===== src/rtl/z80_io_hub.sv =====
`timescale 1ns/1ps
// z80_io_hub: Z80 I/O hub with control register, glitch-free CPU clock
// divider, HD44780-style LCD write sequencer and status/keyboard decode.
//
// Ports:
//   in_clock            single clock, all flops on its rising edge
//   rst                 synchronous active-low reset
//   adr, data_i         Z80 low address bits / data bus in
//   data_o, data_oe     status read data and bus drive enable (combinational)
//   iorq, rd, wr, m1    Z80 strobes, active-low
//   cpu_clock           divided Z80 clock (fast/slow, switched at counter zero)
//   wait_n              Z80 WAIT (combinational)
//   led, lcd_rw, lcd_rs control register bits 0, 1, 2
//   gpio_o              control register bits 7:4
//   lcd_e, lcd_d        LCD enable strobe and latched LCD data
//   kbd_n               keyboard enable, active-low (combinational)
//
// Build option: define Z80KAA_LCD_WAIT_EN to stall LCD-port writes with
// wait_n while a transfer is in progress instead of dropping them.
module z80_io_hub #(
  parameter int unsigned        ADDR_W    = 3,
  parameter logic [ADDR_W-1:0]  PORT_CTRL = ADDR_W'(3'b110),
  parameter logic [ADDR_W-1:0]  PORT_LCD  = ADDR_W'(3'b101),
  parameter logic [ADDR_W-1:0]  PORT_STAT = ADDR_W'(3'b100),
  parameter int unsigned        SETUP_CYC = 2,
  parameter int unsigned        E_CYC     = 12,
  parameter int unsigned        HOLD_CYC  = 2,
  parameter int unsigned        FAST_BIT  = 1,
  parameter int unsigned        SLOW_BIT  = 4
) (
  input  logic              in_clock,
  input  logic              rst,
  input  logic [ADDR_W-1:0] adr,
  input  logic [7:0]        data_i,
  output logic [7:0]        data_o,
  output logic              data_oe,
  input  logic              iorq,
  input  logic              rd,
  input  logic              wr,
  input  logic              m1,
  output logic              cpu_clock,
  output logic              wait_n,
  output logic              led,
  output logic              lcd_rw,
  output logic              lcd_rs,
  output logic [3:0]        gpio_o,
  output logic              lcd_e,
  output logic [7:0]        lcd_d,
  output logic              kbd_n
);

  localparam int unsigned CNT_W   = SLOW_BIT + 1;
  localparam int unsigned MAX_A   = (SETUP_CYC > E_CYC) ? SETUP_CYC : E_CYC;
  localparam int unsigned MAX_CYC = (MAX_A > HOLD_CYC) ? MAX_A : HOLD_CYC;
  localparam int unsigned TMR_W   = (MAX_CYC > 1) ? $clog2(MAX_CYC) : 1;

  typedef enum logic [1:0] {S_IDLE, S_SETUP, S_PULSE, S_HOLD} lcd_state_e;

  lcd_state_e       state_q, state_d;
  logic [TMR_W-1:0] tmr_q, tmr_d;

  logic iorq_s1_q, iorq_s2_q, rd_s1_q, rd_s2_q, wr_s1_q, wr_s2_q;
  logic [1:0] vld_q;
  logic wr_act_q, wr_act_d, rd_prev_q, stat_sel_q, stat_sel_d;
  logic [7:0] ctrl_q, lcd_d_q;
  logic [CNT_W-1:0] cnt_q, cnt_d;
  logic sel_q, sel_d, cpu_clk_q, cpu_clk_d;
  logic ovr_q, ovr_d, lcd_e_q, lcd_e_d;

  logic wr_act, sync_vld, stall, wstb, lcd_hit, ctrl_hit, busy;
  logic lcd_ld, ovr_set, ovr_clr, io_rd;
  logic [7:0] status;

  // Write strobe: rising edge of synchronized (iorq & wr) low, qualified by m1.
  // The sync pipe holds stale reset values for two cycles after reset release,
  // so the edge detector is frozen "active" until the pipe has refilled.
  assign wr_act   = ~iorq_s2_q & ~wr_s2_q;
  assign sync_vld = vld_q[1];
  assign busy     = (state_q != S_IDLE);

`ifdef Z80KAA_LCD_WAIT_EN
  // A stalled LCD write is not seen as active until the FSM is idle again.
  assign stall  = busy & (adr == PORT_LCD);
  assign wait_n = ~(busy & ~iorq & (adr == PORT_LCD));
`else
  assign stall  = 1'b0;
  assign wait_n = 1'b1;
`endif

  assign wstb     = sync_vld & wr_act & ~wr_act_q & m1 & ~stall;
  assign wr_act_d = ~sync_vld ? 1'b1 : (stall ? (wr_act_q & wr_act) : wr_act);
  assign lcd_hit  = wstb & (adr == PORT_LCD);
  assign ctrl_hit = wstb & (adr == PORT_CTRL);

  // Overrun clears on the trailing edge of a synchronized status read.
  assign stat_sel_d = ~iorq_s2_q & ~rd_s2_q & m1 & (adr == PORT_STAT);
  assign ovr_clr    = rd_s2_q & ~rd_prev_q & stat_sel_q;
  assign ovr_d      = ovr_set ? 1'b1 : (ovr_clr ? 1'b0 : ovr_q);

  // Clock selection only changes at counter zero, where both taps are low.
  assign sel_d     = (cnt_q == '0) ? ctrl_q[3] : sel_q;
  assign cnt_d     = cnt_q + CNT_W'(1);
  assign cpu_clk_d = sel_d ? cnt_d[SLOW_BIT] : cnt_d[FAST_BIT];

  // Raw-pin read decode for status and keyboard enable.
  assign io_rd   = ~iorq & ~rd & m1;
  assign status  = {ovr_q, busy, 5'b0, sel_q};
  assign data_oe = io_rd & (adr == PORT_STAT);
  assign data_o  = data_oe ? status : 8'h00;
  assign kbd_n   = ~(io_rd & (adr == PORT_CTRL));

  // LCD FSM state register.
  always_ff @(posedge in_clock) begin
    if (!rst) begin
      state_q <= S_IDLE;
      tmr_q   <= '0;
    end else begin
      state_q <= state_d;
      tmr_q   <= tmr_d;
    end
  end

  // LCD FSM next state: each phase counts its cycle budget down to zero.
  always_comb begin
    state_d = state_q;
    tmr_d   = tmr_q;
    case (state_q)
      S_IDLE: begin
        if (lcd_hit) begin
          state_d = S_SETUP;
          tmr_d   = TMR_W'(SETUP_CYC - 1);
        end
      end
      S_SETUP: begin
        if (tmr_q == '0) begin
          state_d = S_PULSE;
          tmr_d   = TMR_W'(E_CYC - 1);
        end else begin
          tmr_d = tmr_q - TMR_W'(1);
        end
      end
      S_PULSE: begin
        if (tmr_q == '0) begin
          state_d = S_HOLD;
          tmr_d   = TMR_W'(HOLD_CYC - 1);
        end else begin
          tmr_d = tmr_q - TMR_W'(1);
        end
      end
      S_HOLD: begin
        if (tmr_q == '0) begin
          state_d = S_IDLE;
        end else begin
          tmr_d = tmr_q - TMR_W'(1);
        end
      end
      default: state_d = S_IDLE;
    endcase
  end

  // LCD FSM outputs: accept/drop decision and next lcd_e.
  always_comb begin
    lcd_ld  = lcd_hit & ~busy;
    ovr_set = lcd_hit & busy;
    lcd_e_d = (state_d == S_PULSE);
  end

  // Synchronizers, control register, divider, LCD data and flags.
  always_ff @(posedge in_clock) begin
    if (!rst) begin
      iorq_s1_q  <= 1'b1;
      iorq_s2_q  <= 1'b1;
      rd_s1_q    <= 1'b1;
      rd_s2_q    <= 1'b1;
      wr_s1_q    <= 1'b1;
      wr_s2_q    <= 1'b1;
      vld_q      <= 2'b00;
      wr_act_q   <= 1'b1;
      rd_prev_q  <= 1'b1;
      stat_sel_q <= 1'b0;
      ctrl_q     <= 8'h00;
      lcd_d_q    <= 8'h00;
      lcd_e_q    <= 1'b0;
      cnt_q      <= '0;
      sel_q      <= 1'b0;
      cpu_clk_q  <= 1'b0;
      ovr_q      <= 1'b0;
    end else begin
      iorq_s1_q  <= iorq;
      iorq_s2_q  <= iorq_s1_q;
      rd_s1_q    <= rd;
      rd_s2_q    <= rd_s1_q;
      wr_s1_q    <= wr;
      wr_s2_q    <= wr_s1_q;
      vld_q      <= {vld_q[0], 1'b1};
      wr_act_q   <= wr_act_d;
      rd_prev_q  <= rd_s2_q;
      stat_sel_q <= stat_sel_d;
      if (ctrl_hit) ctrl_q <= data_i;
      if (lcd_ld) lcd_d_q <= data_i;
      lcd_e_q    <= lcd_e_d;
      cnt_q      <= cnt_d;
      sel_q      <= sel_d;
      cpu_clk_q  <= cpu_clk_d;
      ovr_q      <= ovr_d;
    end
  end

  assign led       = ctrl_q[0];
  assign lcd_rw    = ctrl_q[1];
  assign lcd_rs    = ctrl_q[2];
  assign gpio_o    = ctrl_q[7:4];
  assign lcd_e     = lcd_e_q;
  assign lcd_d     = lcd_d_q;
  assign cpu_clock = cpu_clk_q;

endmodule


===== config.mk =====
export PLATFORM = sky130hd
export DESIGN_NAME = z80_io_hub
export DESIGN_NICKNAME = d
export VERILOG_FILES = /design/src/rtl/z80_io_hub.sv
export SDC_FILE = /design/constraint.sdc
export NUM_CORES = 1
export LEC_CHECK = 0
export ABC_AREA = 1
export CAP_MARGIN = 20
export CORE_UTILIZATION = 40
export CTS_CLUSTER_DIAMETER = 50
export DETAILED_ROUTE_END_ITERATION = 10
export PLACE_DENSITY = 0.73
export SLEW_MARGIN = 20
export SYNTH_ARGS = -nofsm -noshare
export SYNTH_HDL_FRONTEND = slang
export SYNTH_SLANG_ARGS = --single-unit

===== constraint.sdc =====
create_clock -name in_clock -period 1.5 [get_ports in_clock]
set_input_delay 0.3 -clock in_clock [delete_from_list [all_inputs] [get_ports in_clock]]
set_output_delay 0.3 -clock in_clock [all_outputs]
set_load 0.02 [all_outputs]

==> images/layer_met1.png <==
Scale bar: 20 um.
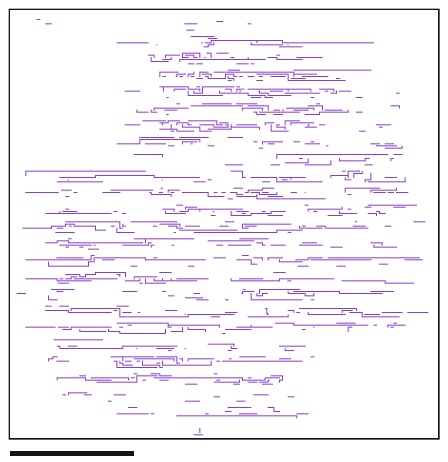
main direction	horizontal
longest straight run	19.3 um

==> images/layer_met2.png <==
Scale bar: 20 um.
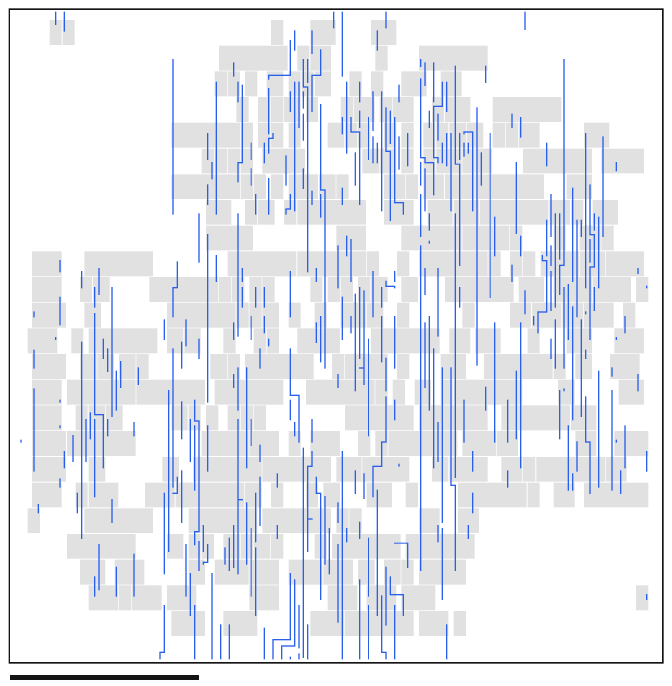
wire length on this layer	1650 um
share of all routed wire	47%
main direction	vertical
met2 global-route usage: 27.72%
final wirelength: 3.510 mm

==> images/layer_met3.png <==
Scale bar: 20 um.
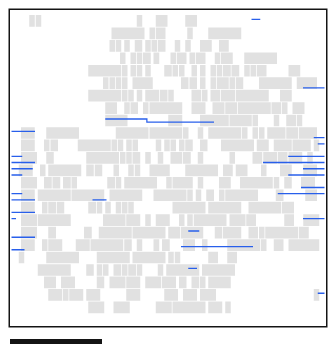
longest straight run	15.4 um
share of all routed wire	4.2%
wire length on this layer	146 um

==> worst max-delay path: stages <==
cell and delay (ns):
dlygate4sd2_1 0.24, inv_2 0.07, nand2_2 0.08, nor2_4 0.12
nand2_4 0.09, nor2_1 0.11, buf_4 0.14
==> final timing paths <==
kind | cells past startpoint | slack, ns | to
worst max-delay path | 7 | 0.06 | data_o[6]
worst min-delay path | 2 | 0.26 | rd_s1_q
worst max register to register | 9 | 0.15 | tmr_q[1]
worst min register to register | 1 | 0.42 | wr_s2_q
==> registers in the layout, summed over array words and instances (netlist names), 2 cells and up <==
signal   cells
ctrl_q       8
lcd_d        8
cnt_q        5
tmr_q        4
state_q      2
vld_q        2
==> area by class of cell <==
type | count | area, um2
Clock inverter | 3 | 21.27
Inverter | 39 | 146.4
Multi-Input combinational cell | 145 | 767.0
Clock buffer | 5 | 68.82
Fill cell | 425 | 1941
Tap cell | 52 | 65.06
Sequential cell | 42 | 840.8
Timing Repair Buffer | 56 | 474.2
==> report_power, final <==
part           internal, mW  switching [mW]  leakage, nW
Clock                 0.327           0.390       0.0441
Combinational        0.0804          0.0862        0.800
Sequential             1.14          0.0106        0.342
Total                  1.54           0.487         1.19
==> metrics by stage <==
step                instance area, um2  setup TNS [ns]  total power [mW]
finish                            2384               0             2.030
global route                      2384      -0.0008978             2.124
CTS                               2356               0             2.048
detailed placement                2267          -10.20             1.334
global placement                  2267          -9.046             1.331
floorplan                         1812               0             1.260
==> layout by cell type, fill, tap and decap left out, types with 7 or more instances in the layout <==
| cell type | count |
|---|---|
| nor2_1 | 31 |
| clkdlybuf4s50_1 | 10 |
| inv_1 | 34 |
| o21ai_0 | 16 |
| nand2_1 | 35 |
| a21oi_1 | 12 |
| dlygate4sd2_1 | 20 |
| dfxtp_1 | 42 |
| nand3_1 | 7 |
| buf_4 | 20 |
==> per-layer routing <==
metal	track usage (%)	part of all wire, %
met5	0	0
met4	8.163	2.3
met3	4.532	4.2
met2	27.72	47
met1	18.38	46
==> what timing repair did <==
item,in CTS,in global routing
setup buffers,3,0
cloned,0,0
pin swaps,5,6
hold buffers,0,0
endpoints found under the setup margin,33,5
gates resized,52,11
==> kinds of logic (layout without fill, tap and decap cells) <==
family,after synthesis,after routing
AOI/OAI and AO/OA,34,34
xor gates and xnor gates,2,2
adders and majority gates,3,3
buffers and inverters,54,103
DFF,42,42
other,2,6
and+or+nand+nor,100,100
==> results.json <==
{
  "post_drt_wl_per_cell_um": 10.26,
  "synth-compound-area-share_pct": 10.31,
  "path_class": "input pin to primary output",
  "ios": 45,
  "vdd_drop_max_mv": 0.5303,
  "fa_ha_area_share_pct": 2.089,
  "clock_latency_ns": 0.30,
  "cts-root-buf": "clkbuf_8",
  "hpwl_mm": 2.514,
  "power_density_mw_per_mm2": 851.7,
  "antenna_found_initial": 0,
  "min-delay-start": "rd",
  "fp_util_pct": 41.55,
  "xor_area_share_pct": 0.9749,
  "hold_viol_final": 0,
  "grt_pass1_vias": 1432,
  "setup_ws_ns": 0.05719,
  "cts_buffers": 5,
  "crit_path_start_kind": "input pin",
  "dpl.cell_count": 331,
  "maxSlewViolCount": 0,
  "fmax_mhz": 693.1,
  "simple_gate_area_share_pct": 25.56,
  "fin_worst_skew_ns": 0.004529,
  "fin_hold_ws_ns": 0.2575,
  "end_kind": "primary output",
  "grt_max_degree": 17,
  "synth_area_per_cell_um2": 7.581,
  "edf_count": 0,
  "crit_required_ns": 1.20,
  "utilization_pct": 55.12,
  "drt_iter0_markers": 60,
  "status": "completed",
  "synth.cells.most_frequent": "dfxtp_1, nand2_1, inv_1, nor2_1, o21ai_0",
  "min_path_type": "input pin to flip-flop",
  "preCtsSetupSlack_ns": -0.7693,
  "cap_violations": 0,
  "cp_max_fo": 4,
  "grt_first_pass_wirelength_mm": 6.168,
  "final_layout_size_suffix_gt1_share_pct": 22.76,
  "leakage_nw": 1.186,
  "ys_types": 29,
  "finalSetupViolCount": 0,
  "cts_sinks": 42,
  "synth_warnings": 0,
  "num_rows": 24,
  "critPathArrivalTime_ns": 1.14,
  "synthCells": 237,
  "place_congestion": 0.7939,
  "topCellsByArea": "dfxtp_1, nand2_1, inv_1",
  "ff_type": "dfxtp_1",
  "critical_path.startpoint": "adr[1]",
  "top_area_cell": "dfxtp_1",
  "via_per_inst": 4.354,
  "vias": 1489,
  "yosys_cells": 237,
  "ys_async_sr_fraction_pct": 0,
  "drc": 0,
  "mux_share_pct": 0,
  "die_y_um": 69.02,
  "finalCritPeriodShare_pct": 96.19,
  "instances_no_fill": 342,
  "core_area_mm2": 0.004324,
  "die-area_mm2": 0.004764,
  "crit-reg2reg-launch": "tmr_q[0]",
  "dr.pass1.iters": 5,
  "yosys_area_mm2": 0.001797,
  "numPortBuffers": 38,
  "fin_nets": 309,
  "cts_tree": "yes",
  "area_delta_synth_final_pct": 32.66,
  "insertedDiodeCount": 0,
  "grt.total_usage_pct": 16.22,
  "ys.flops": 42,
  "htreeDepth": 2,
  "tool_warnings": 27,
  "ys_seq_share_pct": 46.80,
  "top_area_share_pct": 46.80,
  "grt_overflow": 0,
  "syn_area_mm2": 0.001797,
  "clkTransAtPathRegs_ns": 0.08,
  "die_width_um": 69.02,
  "min_period_ns": 1.443,
  "clockBufferDepth": 2,
  "drtAntennaViolNets": 0,
  "logic_family": "simple AND/OR/NAND/NOR gates",
  "yosysMostFrequentCell": "dfxtp_1"
}
Power and IR drop assume default switching activity.
